**Run 1: signal wires on met4**

Scale: 3 px per um. Supply wires on this layer in grey.
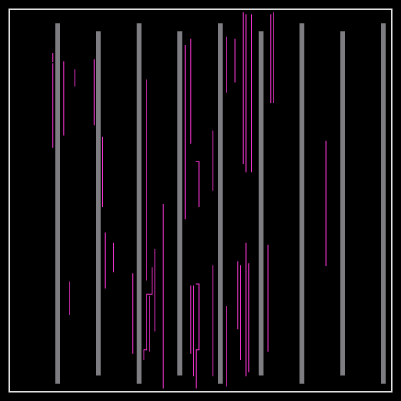
**Run 1: local utilization**

Scale: 3 px per um. The die is cut into 13 by 13 equal tiles; dark blue is low, red is high, 0 to 100% covered.
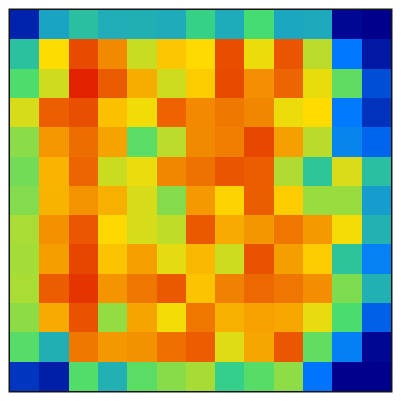
**Run 1: port wiring**

Scale: 2 px per um.
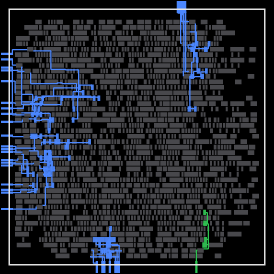
`src/rtl/alu_issue_pkg.sv`:
```
// Shared constants for the ALU issue slice. These are the operation codes, RV opcodes and funct7 values.
// The issue-entry record is also defined here.
package alu_issue_pkg;

  localparam int XLEN = 32;
  localparam int OPW  = 5;

  typedef enum logic [OPW-1:0] {
    OP_ADD  = 5'd0,
    OP_SUB  = 5'd1,
    OP_SLL  = 5'd2,
    OP_SLTU = 5'd3,
    OP_XOR  = 5'd4,
    OP_SRL  = 5'd5,
    OP_SRA  = 5'd6,
    OP_OR   = 5'd7,
    OP_AND  = 5'd8,
    OP_LUI  = 5'd9,
    OP_MUL  = 5'd10,
    OP_DIV  = 5'd11,
    OP_DIVU = 5'd12,
    OP_REM  = 5'd13,
    OP_REMU = 5'd14,
    OP_NONE = 5'd31
  } alu_op_t;

  localparam logic [6:0] OPC_OP     = 7'b0110011;
  localparam logic [6:0] OPC_OP_IMM = 7'b0010011;
  localparam logic [6:0] OPC_LUI    = 7'b0110111;

  localparam logic [6:0] F7_BASE   = 7'b0000000;
  localparam logic [6:0] F7_ALT    = 7'b0100000;
  localparam logic [6:0] F7_MULDIV = 7'b0000001;

  typedef struct packed {
    logic [XLEN-1:0] ip1;
    logic [XLEN-1:0] ip2;
    alu_op_t         operation;
    logic [4:0]      rd;
    logic            rd_we;
    logic            illegal;
  } issue_entry_t;

  localparam issue_entry_t ENTRY_RESET = '{
    ip1: '0, ip2: '0, operation: OP_NONE, rd: 5'd0, rd_we: 1'b0, illegal: 1'b0
  };

  function automatic logic is_shift(input alu_op_t op);
    return (op == OP_SLL) || (op == OP_SRL) || (op == OP_SRA);
  endfunction

endpackage

```
`src/rtl/alu_op_decode.sv`:
```
// Combinational decoder that maps RV32I ALU-class instructions to {ip1, ip2, operation, rd, rd_we, illegal}.
// Defining ALU_ISSUE_M_EXT_EN enables the funct7=0000001 decode for MUL, DIV, DIVU, REM and REMU.
module alu_op_decode
  import alu_issue_pkg::*;
(
  input  logic [XLEN-1:0] instr,
  input  logic [XLEN-1:0] rs1_data,
  input  logic [XLEN-1:0] rs2_data,
  output logic [XLEN-1:0] ip1,
  output logic [XLEN-1:0] ip2,
  output alu_op_t         operation,
  output logic [4:0]      rd,
  output logic            rd_we,
  output logic            illegal
);

  logic [6:0]      opcode;
  logic [2:0]      funct3;
  logic [6:0]      funct7;
  logic [XLEN-1:0] imm;
  logic [XLEN-1:0] src_a;
  logic [XLEN-1:0] src_b;
  alu_op_t         op;
  logic            unused_rs1_idx;

  assign opcode         = instr[6:0];
  assign funct3         = instr[14:12];
  assign funct7         = instr[31:25];
  assign imm            = {{20{instr[31]}}, instr[31:20]};
  assign rd             = instr[11:7];
  assign unused_rs1_idx = ^instr[19:15];

  always_comb begin
    op    = OP_NONE;
    src_a = rs1_data;
    src_b = rs2_data;
    case (opcode)
      OPC_OP: begin
        case (funct7)
          F7_BASE: begin
            case (funct3)
              3'b000:  op = OP_ADD;
              3'b001:  op = OP_SLL;
              3'b011:  op = OP_SLTU;
              3'b100:  op = OP_XOR;
              3'b101:  op = OP_SRL;
              3'b110:  op = OP_OR;
              3'b111:  op = OP_AND;
              default: op = OP_NONE;
            endcase
          end
          F7_ALT: begin
            if (funct3 == 3'b000)      op = OP_SUB;
            else if (funct3 == 3'b101) op = OP_SRA;
          end
`ifdef ALU_ISSUE_M_EXT_EN
          F7_MULDIV: begin
            // MULH variants are deliberately left unmapped.
            case (funct3)
              3'b000:  op = OP_MUL;
              3'b100:  op = OP_DIV;
              3'b101:  op = OP_DIVU;
              3'b110:  op = OP_REM;
              3'b111:  op = OP_REMU;
              default: op = OP_NONE;
            endcase
          end
`endif
          default: op = OP_NONE;
        endcase
      end
      OPC_OP_IMM: begin
        src_b = imm;
        case (funct3)
          3'b000: op = OP_ADD;
          3'b001: op = (funct7 == F7_BASE) ? OP_SLL : OP_NONE;
          3'b011: op = OP_SLTU;
          3'b100: op = OP_XOR;
          3'b101: begin
            if (funct7 == F7_BASE)     op = OP_SRL;
            else if (funct7 == F7_ALT) op = OP_SRA;
          end
          3'b110:  op = OP_OR;
          3'b111:  op = OP_AND;
          default: op = OP_NONE;
        endcase
      end
      OPC_LUI: begin
        op    = OP_LUI;
        src_a = {12'b0, instr[31:12]};
        src_b = '0;
      end
      default: op = OP_NONE;
    endcase
  end

  // Shift amounts are masked here because the ALU shifts by the full ip2.
  always_comb begin
    operation = op;
    illegal   = (op == OP_NONE);
    rd_we     = !illegal && (rd != 5'd0);
    ip1       = illegal ? '0 : src_a;
    if (illegal)           ip2 = '0;
    else if (is_shift(op)) ip2 = {27'b0, src_b[4:0]};
    else                   ip2 = src_b;
  end

endmodule

```
`src/rtl/alu_issue.sv`:
```
// ALU issue stage. It decodes each accepted instruction and holds the result in a 2-entry main/skid buffer.
// Valid/ready handshakes are used on both sides. The optional M decode is controlled by ALU_ISSUE_M_EXT_EN.
module alu_issue
  import alu_issue_pkg::*;
#(
  parameter int XLEN_P = XLEN,
  parameter int OPW_P  = OPW
) (
  input  logic              clk,
  input  logic              rst,
  input  logic              in_valid,
  output logic              in_ready,
  input  logic [XLEN_P-1:0] instr,
  input  logic [XLEN_P-1:0] rs1_data,
  input  logic [XLEN_P-1:0] rs2_data,
  input  logic              flush,
  output logic              out_valid,
  input  logic              out_ready,
  output logic [XLEN_P-1:0] ip1,
  output logic [XLEN_P-1:0] ip2,
  output logic [OPW_P-1:0]  operation,
  output logic [4:0]        rd,
  output logic              rd_we,
  output logic              illegal
);

  typedef enum logic [1:0] {ST_EMPTY, ST_ONE, ST_TWO} state_t;

  state_t       state_reg;
  issue_entry_t main_reg;
  issue_entry_t skid_reg;
  issue_entry_t dec_entry;
  logic         in_ready_reg;
  logic         out_valid_reg;
  logic         accept;
  logic         issue;

  alu_op_decode u_decode (
    .instr     (instr),
    .rs1_data  (rs1_data),
    .rs2_data  (rs2_data),
    .ip1       (dec_entry.ip1),
    .ip2       (dec_entry.ip2),
    .operation (dec_entry.operation),
    .rd        (dec_entry.rd),
    .rd_we     (dec_entry.rd_we),
    .illegal   (dec_entry.illegal)
  );

  assign accept = in_valid && in_ready_reg;
  assign issue  = out_valid_reg && out_ready;

  // Flush has priority over a same-cycle accept or issue.
  always_ff @(posedge clk) begin
    if (rst) begin
      state_reg     <= ST_EMPTY;
      main_reg      <= ENTRY_RESET;
      skid_reg      <= ENTRY_RESET;
      in_ready_reg  <= 1'b1;
      out_valid_reg <= 1'b0;
    end else if (flush) begin
      state_reg     <= ST_EMPTY;
      in_ready_reg  <= 1'b1;
      out_valid_reg <= 1'b0;
    end else begin
      case (state_reg)
        ST_EMPTY: begin
          if (accept) begin
            main_reg      <= dec_entry;
            out_valid_reg <= 1'b1;
            state_reg     <= ST_ONE;
          end
        end
        ST_ONE: begin
          if (accept && issue) begin
            main_reg <= dec_entry;
          end else if (accept) begin
            skid_reg     <= dec_entry;
            in_ready_reg <= 1'b0;
            state_reg    <= ST_TWO;
          end else if (issue) begin
            out_valid_reg <= 1'b0;
            state_reg     <= ST_EMPTY;
          end
        end
        ST_TWO: begin
          if (issue) begin
            main_reg     <= skid_reg;
            in_ready_reg <= 1'b1;
            state_reg    <= ST_ONE;
          end
        end
        default: begin
          state_reg     <= ST_EMPTY;
          in_ready_reg  <= 1'b1;
          out_valid_reg <= 1'b0;
        end
      endcase
    end
  end

  assign in_ready  = in_ready_reg;
  assign out_valid = out_valid_reg;
  assign ip1       = main_reg.ip1;
  assign ip2       = main_reg.ip2;
  assign operation = main_reg.operation;
  assign rd        = main_reg.rd;
  assign rd_we     = main_reg.rd_we;
  assign illegal   = main_reg.illegal;

endmodule
```
`config.mk`:
```
export PLATFORM = sky130hd
export DESIGN_NAME = alu_issue
export DESIGN_NICKNAME = d
export VERILOG_FILES = /design/src/rtl/alu_issue_pkg.sv /design/src/rtl/alu_op_decode.sv /design/src/rtl/alu_issue.sv
export SDC_FILE = /design/constraint.sdc
export NUM_CORES = 1
export LEC_CHECK = 0
export ABC_AREA = 1
export CORE_MARGIN = 2
export CORE_UTILIZATION = 56
export DETAILED_ROUTE_END_ITERATION = 10
export PLACE_DENSITY = 0.92
export RECOVER_POWER = 50
export SETUP_SLACK_MARGIN = 0.02
export SKIP_LAST_GASP = 1
export SYNTH_ARGS = -nofsm -noshare
export SYNTH_HDL_FRONTEND = slang
export SYNTH_HIERARCHICAL = 1
export SYNTH_SLANG_ARGS = --single-unit
```
`constraint.sdc`:
```
create_clock -name clk -period 3.49 [get_ports clk]
set_clock_uncertainty 0.05 [all_clocks]
set_input_delay 0.349 -clock clk [delete_from_list [all_inputs] [get_ports clk]]
set_output_delay 0.349 -clock clk [all_outputs]
set_load 0.02 [all_outputs]
```
==> summary.txt, run 1 <==
Summary of the current implementation state.

- The flow ran to the end, but the final reports show violations.
- The final reports fail on capacitance limit, slew limit.
- In this run the full chip footprint comes out at 16140 um2.
- The die is 127.0 um tall.
- The number of max-slew violations in the final report is 78, for reference.
- The number of global-route vias before repair is 8682, for reference.
- In this run the mean area of a mapped cell was 5.962 um2.
- Once layout is complete, the cells apart from fillers number 1739.
- The count of flip-flops and latches is 156, for reference.
- In the routed layout, each cell is associated on average with a via count of 5.390.
- The share of synthesized area spent on multiplexers is 0%, for reference.
- The worst path needs 2.734 ns of the cycle, external delays included.
- The detail route stage leaves a number of antenna-violating nets equal to 0.
- The cell internal power dissipation is 3.277 mW, for reference.
- Ranked by total area, the top cell class in this layout is multi-input combinational cells.
- The number of multi-input logic gates is 1057, for reference.
- In this run the power spent charging and discharging nets is 1.207 mW.
- In the final layout, non-clock buffers account for 18.17% of the cell area.
- The post-cts sizing count is 0, for reference.
- In this run the maximum-capacitance check reported violations numbering 1.
- The critical path depth is 15, for reference.
- The logs give a warning total of 27.
- Registers are responsible for 42.9% of the overall power.
About 'signal wires on met4':
nets with wire on the layer: 33
main direction: vertical
wire length on this layer: 1120 um
drt total wl: 24990 um
total number of vias: 9373

About 'local utilization':
fullest tile: 96%
mean over tiles: 66%
nearly empty tiles: 3.0%
tiles over 75% full: 48%
Core Area: 14640 um2
Starting Density: 57.89%
post-layout utilization of the core: 73.81%

About 'port wiring':
[green] `flush` | bits: 1 | direction: input | edge: south | end cells: 4 | buffers: 1 | wire: 32.6 um
[blue] `instr` | bits: 32 | direction: input | edge: 20 west, 7 south, 5 north | end cells: 72 | buffers: 32 | wire: 1060 um
I/O pin total: 179
number of buffers inserted by port buffering: 178

## run 1: cells in the mapped netlist (4+ instances only)
library cell,n
clkbuf_1,40
inv_2,12
nand2_2,5
buf_4,11
inv_1,102
dfxtp_1,156
o21ai_0,89
nand2_1,466
nand3_2,4
a21oi_1,30
buf_6,4
o2111ai_1,8
buf_1,6
nor2_1,326
buf_2,34
nand3_1,92
nor2_2,19
## run 1: layer usage
layer	track usage, %	part of all wire, %	vias to the layer above
met4	17.45	4.5	0
met3	5.611	8.3	80
met2	50.76	47	506
met5	0	0	-
met1	38.54	41	4187
li1	-	-	4600
## run 1: through the flow
stage | worst slack [ns] | utilization [%]
after detailed placement | 0.4543 | 69.89
final | 0.7555 | 73.81
after floorplan | 1.523 | -
after CTS | 0.8793 | 73.85
after global routing | 0.5672 | 73.81
after global placement | 0.5550 | 69.89
**Run 1: routed clock nets over the placement**

Scale: 3 px per um.
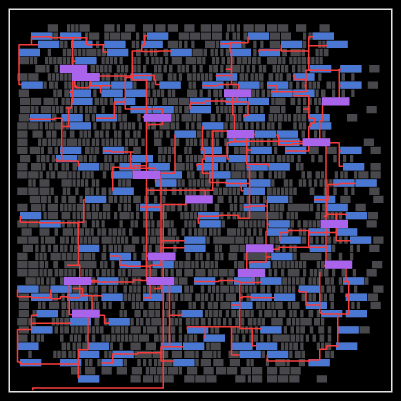

## Run 2: what changed since run 1
Settings changed: CORE_UTILIZATION 56 to 52, PLACE_DENSITY 0.92 to 0.86.
Clock period 3.49 ns to 2.7 ns, I/O delays scaled along.
**Run 2: routed clock nets over the placement**

Scale: 3 px per um.
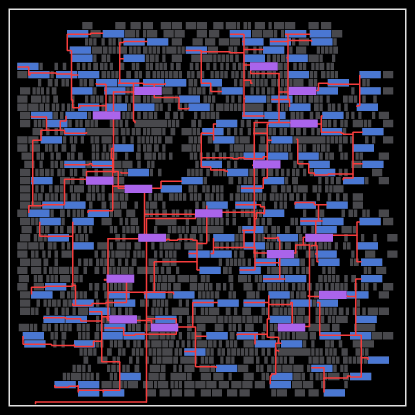
[blue] flip-flops | count: 156
[red] clock wires | length: 1900 um
[purple] clock-net drivers | count: 17
routed clock nets: 18
flops lie: widely spread
Clk network pwr share: 42.4%
Clock net power: 2.53 mW
Clock Latency Late Sink: 0.42 ns

**Run 2: local utilization**

Scale: 3 px per um. The die is cut into 13 by 13 equal tiles; dark blue is low, red is high, 0 to 100% covered.
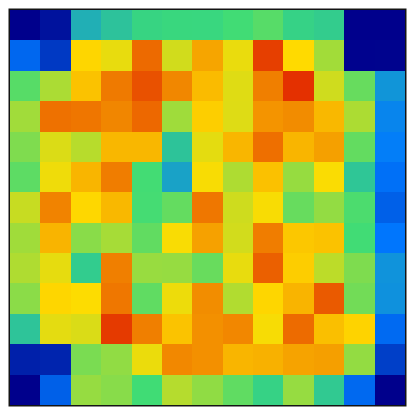
mean over tiles: 62%
nearly empty tiles: 4.1%
fullest tile: 95%
tiles over 75% full: 36%
Core Area: 15890 um2
Starting Density: 53.37%

==> run 2 against run 1 <==
The flow now finishes without violations. Hold slack got worse by 0.0080 ns. First-iteration DRC count is 33% lower. Die area is 7.4% higher. Via count is 3.2% lower. Sequential power rose by 29%. Clock power increased by 39%. Routed wire length is 2.8% lower. Sequential share of layout area decreased by 0.46 points. Critical path type is now register to register.
==> summary.txt, run 2 <==
Summary of the current implementation state.

- The die height is 131.7 um, for reference.
- Global routing consumed, on the met2 layer, 48.40% of the routing resources.
- After detailed routing, the wire length on met1 is 10330 um.
- The non-clock buffer share of cell area is 18.91%, for reference.
- In the synthesized netlist, the cells that appear most often are nand2_1 (466), nor2_1 (326), dfxtp_1 (156).
- The mean number of vias per cell is 5.099, for reference.
- The met3 track demand over resource is 5.826%, for reference.
- In the post-route analysis, the smallest setup slack over all paths is 0.2560 ns.
- Per the detailed-route log, wirelength across all metal layers totals 24290 um.
- The post-cts sizing count is 0, for reference.
- The most used standard cell by instance count after synthesis is nand2_1, for reference.
- The final core utilization is 69.16%, for reference.
- The met2 wirelength from detailed routing is 11640 um, for reference.
- The flow ran to the end, and the final reports show no timing, DRC or antenna violations.
- Timing analysis after detailed placement gives a worst setup slack of -0.008306 ns.
- The chip footprint is 17340 um2, for reference.
- The top layer reached by signal wires is met4, for reference.
- For the finished layout, the period the worst path requires is 2.444 ns.
- The global routing met1 resource utilization is 34.15%, for reference.
- The number of I/O pins is 179, for reference.
**Run 2: port wiring**

Scale: 2 px per um.
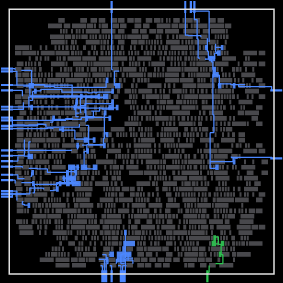
[blue] `instr` | bits: 32 | direction: input | edge: 19 west, 7 south, 4 north, 2 east | end cells: 72 | buffers: 36 | wire: 1260 um
[green] `flush` | bits: 1 | direction: input | edge: south | end cells: 4 | buffers: 1 | wire: 26.8 um

run 2: power breakdown:
group / leakage [nW] / switching, mW / internal (mW)
logic: 3.51 / 0.537 / 0.419
registers: 1.27 / 0.0588 / 2.42
clock network: 0.296 / 0.961 / 1.57
total: 5.08 / 1.56 / 4.41
run 2: worst min path at each step:
stage / startpoint / endpoint / slack (ns)
after floorplan: flush / state_reg[1] / 0.30
after global placement: operation[1] / operation[1] / 0.40
after detailed placement: operation[2] / operation[2] / 0.40
after CTS: operation[2] / operation[2] / 0.41
after global routing: skid_reg[8] / skid_reg[8] / 0.44
final: operation[2] / operation[2] / 0.40
run 2: cell families after synthesis:
logic type / count (synthesis) / synth area share [%]
flops: 156 / 36.84
simple gates: 921 / 43.73
buf+inv: 209 / 10.60
compound gates: 136 / 8.840
Power is estimated from default activity; no workload was simulated.
